Power grid:
Bar = 10 um. Pins as bars on the die edge.
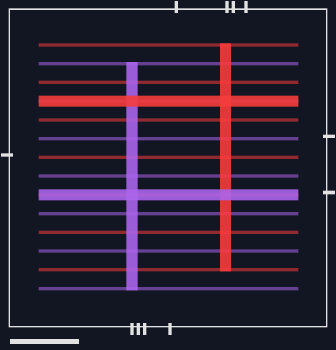
Placed cells, one colour a class:
Fill, decap, tap and diode cells in grey.
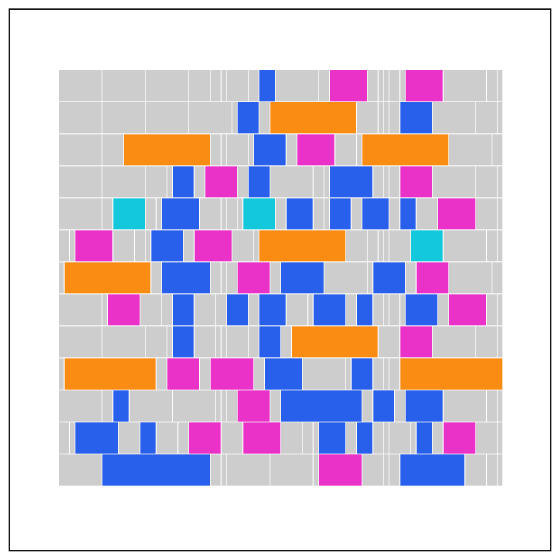
Routed clock nets over the placement:
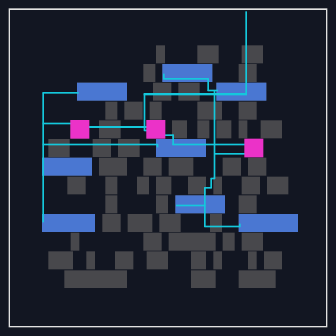
Signal wires by layer:
Bar = 10 um. Only two layers are drawn.
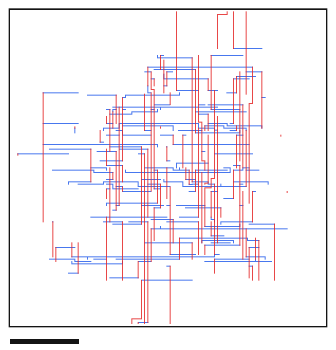
Clock nets:
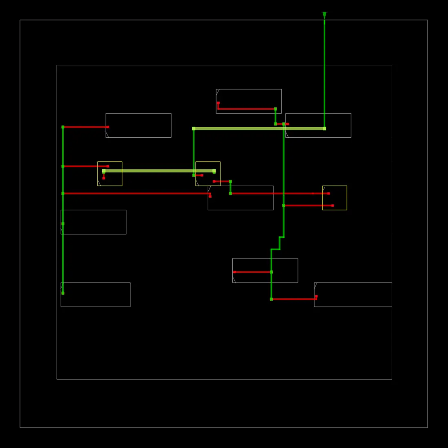
--- src/rtl/lfsr_checker_sat_counter.sv ---
// sat_counter: saturating up-counter with synchronous clear.
module sat_counter #(
  parameter int W = 8
) (
  input  logic         clk,
  input  logic         clr,
  input  logic         inc,
  output logic [W-1:0] count
);
  always_ff @(posedge clk)
    if (clr) count <= '0;
    else if (inc && count != '1) count <= count + 1'b1;
endmodule

--- config.mk ---
export PLATFORM = sky130hd
export DESIGN_NAME = sat_counter
export DESIGN_NICKNAME = d
export VERILOG_FILES = /design/src/rtl/lfsr_checker_sat_counter.sv
export SDC_FILE = /design/constraint.sdc
export NUM_CORES = 1
export LEC_CHECK = 0
export CELL_PAD_IN_SITES_DETAIL_PLACEMENT = 1
export CELL_PAD_IN_SITES_GLOBAL_PLACEMENT = 1
export CORE_MARGIN = 4
export CORE_UTILIZATION = 30
export CTS_CLUSTER_DIAMETER = 40
export DETAILED_ROUTE_END_ITERATION = 6
export GPL_ROUTABILITY_DRIVEN = 0
export HOLD_SLACK_MARGIN = 0.06
export PLACE_DENSITY = 0.68
export SLEW_MARGIN = 0
export SYNTH_ARGS = -nofsm -noshare
export SYNTH_HDL_FRONTEND = slang
export SYNTH_SLANG_ARGS = --single-unit
export TNS_END_PERCENT = 50
--- constraint.sdc ---
create_clock -name clk -period 1.45 [get_ports clk]
set_clock_uncertainty 0.1 [all_clocks]
set_input_delay 0.2175 -clock clk [delete_from_list [all_inputs] [get_ports clk]]
set_output_delay 0.2175 -clock clk [all_outputs]
set_load 0.02 [all_outputs]
==> notes.md <==
Item: results of the latest flow run.

- The routed layout has 450 vias.
- The iteration tally of the first detailed-router pass is 4.
- The CTS tree is built.
- In this run the power density over the cells is between 700 and 800 nW/um^2.
- The worst hold path begins at count[1].
- The hold violation count in the final report is 0.
- Static timing analysis puts the maximum clock frequency at around 700 MHz.
- Per the post-synthesis stats, the area per cell is 9.357 um^2.
- The clock network accounts for a little under two fifths of the total power.
- Across the run, the number of max-cap violations was 0.
- The insertion delay of the later-clocked pin in the worst-skew pair is 0.26 ns.
- The leakage component of the power was reported as 0.2870 nW.
- Per the STA report, the cell with the highest stage delay on the worst path is sky130_fd_sc_hd__dfxtp_4.
- The final number of max-transition violations is 0.
- Entering global routing, the biggest net connects 7 pins.
- The register area is 165.2 um^2.
- Per the CTS log, the root buffer master is sky130_fd_sc_hd__clkbuf_4.
- The initial antenna violation count is 0.
- The number of global-route vias before repair came to 478.
- Per the CTS log, the maximum H-tree level is 1.
- The classification of the worst setup path is reg2reg.
- Global routing used 14.76% of the available tracks across all layers.
- The slew check shows that the tightest pin keeps a relative margin of 84.64%.
- The fraction of synthesized cell area taken by the top area cell type is between 30 and 40%.
- The met2 track utilization from global routing is between 20% and 30%.
- The heaviest power group is registers.
- For this design, the sink count on the clock tree is 8.
- The share of cells above drive strength 1 is 32.35%.
- In the post-route analysis, the smallest setup slack over all paths is 0.05493 ns.
- The pre-CTS worst setup slack is -0.1402 ns.
- The slew of the pin with the lowest slew margin is 0.2291 ns.
- The portion of the clock cycle consumed by the worst path in the final layout is 96.21%.
- Of the total synthesized cell area, the portion taken by full adders, half adders and majority gates is 2.907%.
- Per the synthesis report, the dominant area consumer among library cells is sky130_fd_sc_hd__dfxtp_1.
- The share of the Yosys chip area taken by registers is 37.21%.
- In the layout the commonest cells are sky130_fd_sc_hd__buf_4 (10), sky130_fd_sc_hd__dlygate4sd2_1 (8), sky130_fd_sc_hd__dfxtp_1 (6).
- The area used by multi-input combinational logic is 269.0 um^2.
- The critical path crosses 4 cells after its start point.
- The xor/xnor cell area share of the yosys netlist is 0%.
- The sequential fraction of design power is 49.5%.
- The arrival time of data at the worst endpoint is listed as about 1.4 ns.
- The area growth from synthesis to final layout is 49.71%.
- After synthesis the cells add up to around 430 um^2.
- Once layout is complete, the utilization of the core stands at 48.31%.
- The number of gates resized after cts is 8.
- The required arrival time at the worst endpoint is ~1.5 ns.
- The number of antenna cells inserted is 0.
- Counting the fill cells in the layout gives 167.
- The number of buffers and inverters on the critical path is 0.
- Summed over all failing endpoints, the final setup total negative slack is 0 ns.
- The number of synthesized register bits is 8.
- According to the Yosys statistics, the synthesized design has a chip area of 430.4 um^2.
- The post-detailed-placement half-perimeter wirelength is 988.1 um.
- Looking at the worst setup and hold paths, the clock pins of their registers show a slew of about 0.060 ns.
- Per STA, the endpoint of the critical path is count[0].
- For reference, the critical path is launched at count[0].
- The synthesis log from Yosys contains 0 warnings.
- STA classifies the critical path endpoint as a flip-flop.
- Buffers added to address setup during post-CTS repair amount to 0.
- The number of different library cells in the post-synthesis netlist is 25.
- The placement-stage cell area is 618.1 um^2.
- The final setup violation count is 0.
- The count of cells along the worst register-to-register path is 4.
- For this run, design rule violations remaining after detail routing come to 0.
- The finished cells cover 644.4 um^2.
- The power of the combinational group is ~0.000063 W.
- The global-route met3 utilization is 7.510%.
- The flow ran to the end, and the final reports show no timing, DRC or antenna violations.
- The total design power is 0.0004758 W.
- The first-iteration detailed-routing DRC count is 5.
- The layout net count is 74.
- In the final layout, the registers with the most flip-flops are count (8).
- Once detail routing completed, the nets flagged for antenna violations numbered 0.
- The number of buffers created by CTS is 3.
- Per the timing report, the most critical flop-to-flop path finishes at count[0].
- According to the hold report, the worst path is of the reg2reg type.
- In this design, the largest share of critical-path delay is due to flip-flops.
- The number of flip-flops in the largest register is 8.
- Looking at the hold checks, the worst path lands on count[1].
- Final hold analysis gives a worst-case slack of 0.4122 ns.
- For reference, the placement row count at floorplan is 13.
Notes on 'power grid' above:
[red] VDD
[purple] VSS
met1 rails: 14
signal pins: 11
met5 straps: 2
rows: 13
Peak supply drop: 374.0 uV
vertical die size: 45.88 um
area inside the core boundary: 1334 um^2
horizontal die size: 45.88 um

Notes on 'placed cells, one colour a class' above:
[cyan] clock drivers | cells: 3 | share of their area: 3.6%
[orange] sequential cells | cells: 8 | share of their area: 26%
[blue] combinational and other logic | cells: 37 | share of their area: 44%
[magenta] remaining buffers and delay cells | cells: 20 | share of their area: 26%

Notes on 'routed clock nets over the placement' above:
[magenta] clock drivers | count: 3
[blue] flip-flops | count: 8
[cyan] clock wires | length: 153 um
routed clock nets: 4

Notes on 'signal wires by layer' above:
[red] metal 2 | wire length: 623 um
[blue] metal 1 | wire length: 593 um

Notes on 'clock nets' above:
power in the clock group: 0.000178 W
clkbuf count: 3

area by class of cell:
type	count	share of cell area, %
timing repair buffer	20	25.63
tap	15	2.913
sequential	8	25.63
multi-input combinational	36	41.75
clock buffer	3	3.495
inverter	1	0.5825
worst register-to-register path: stages (launching register included):
cell and delay (ns):
sky130_fd_sc_hd__dfxtp_4 0.36, sky130_fd_sc_hd__ha_4 0.16, sky130_fd_sc_hd__and3_4 0.19, sky130_fd_sc_hd__a21boi_4 0.16, sky130_fd_sc_hd__mux2_4 0.31
synth_stat cells:
cell type / instances
sky130_fd_sc_hd__dfxtp_1: 8
sky130_fd_sc_hd__a21oi_1: 5
sky130_fd_sc_hd__nand2_1: 5
sky130_fd_sc_hd__a211oi_1: 2
sky130_fd_sc_hd__and4_1: 2
sky130_fd_sc_hd__nand3_1: 2
sky130_fd_sc_hd__nand4_1: 2
sky130_fd_sc_hd__nor3_1: 2
sky130_fd_sc_hd__o21bai_1: 2
sky130_fd_sc_hd__a21boi_0: 1
sky130_fd_sc_hd__a21boi_4: 1
sky130_fd_sc_hd__a311oi_1: 1
sky130_fd_sc_hd__a31oi_1: 1
sky130_fd_sc_hd__and2b_2: 1
sky130_fd_sc_hd__and3_4: 1
sky130_fd_sc_hd__buf_6: 1
sky130_fd_sc_hd__ha_1: 1
sky130_fd_sc_hd__inv_1: 1
sky130_fd_sc_hd__mux2_4: 1
sky130_fd_sc_hd__mux2i_1: 1
sky130_fd_sc_hd__nand2b_1: 1
sky130_fd_sc_hd__nor2_1: 1
sky130_fd_sc_hd__o21ai_1: 1
sky130_fd_sc_hd__o311a_1: 1
sky130_fd_sc_hd__or3_2: 1
per-layer routing:
layer / vias up / part of all wire, %
li1: 222 / -
met1: 221 / 47
met2: 7 / 50
met3: 0 / 3.1
met4: 0 / 0
met5: - / 0
Power is estimated from default activity; no workload was simulated.
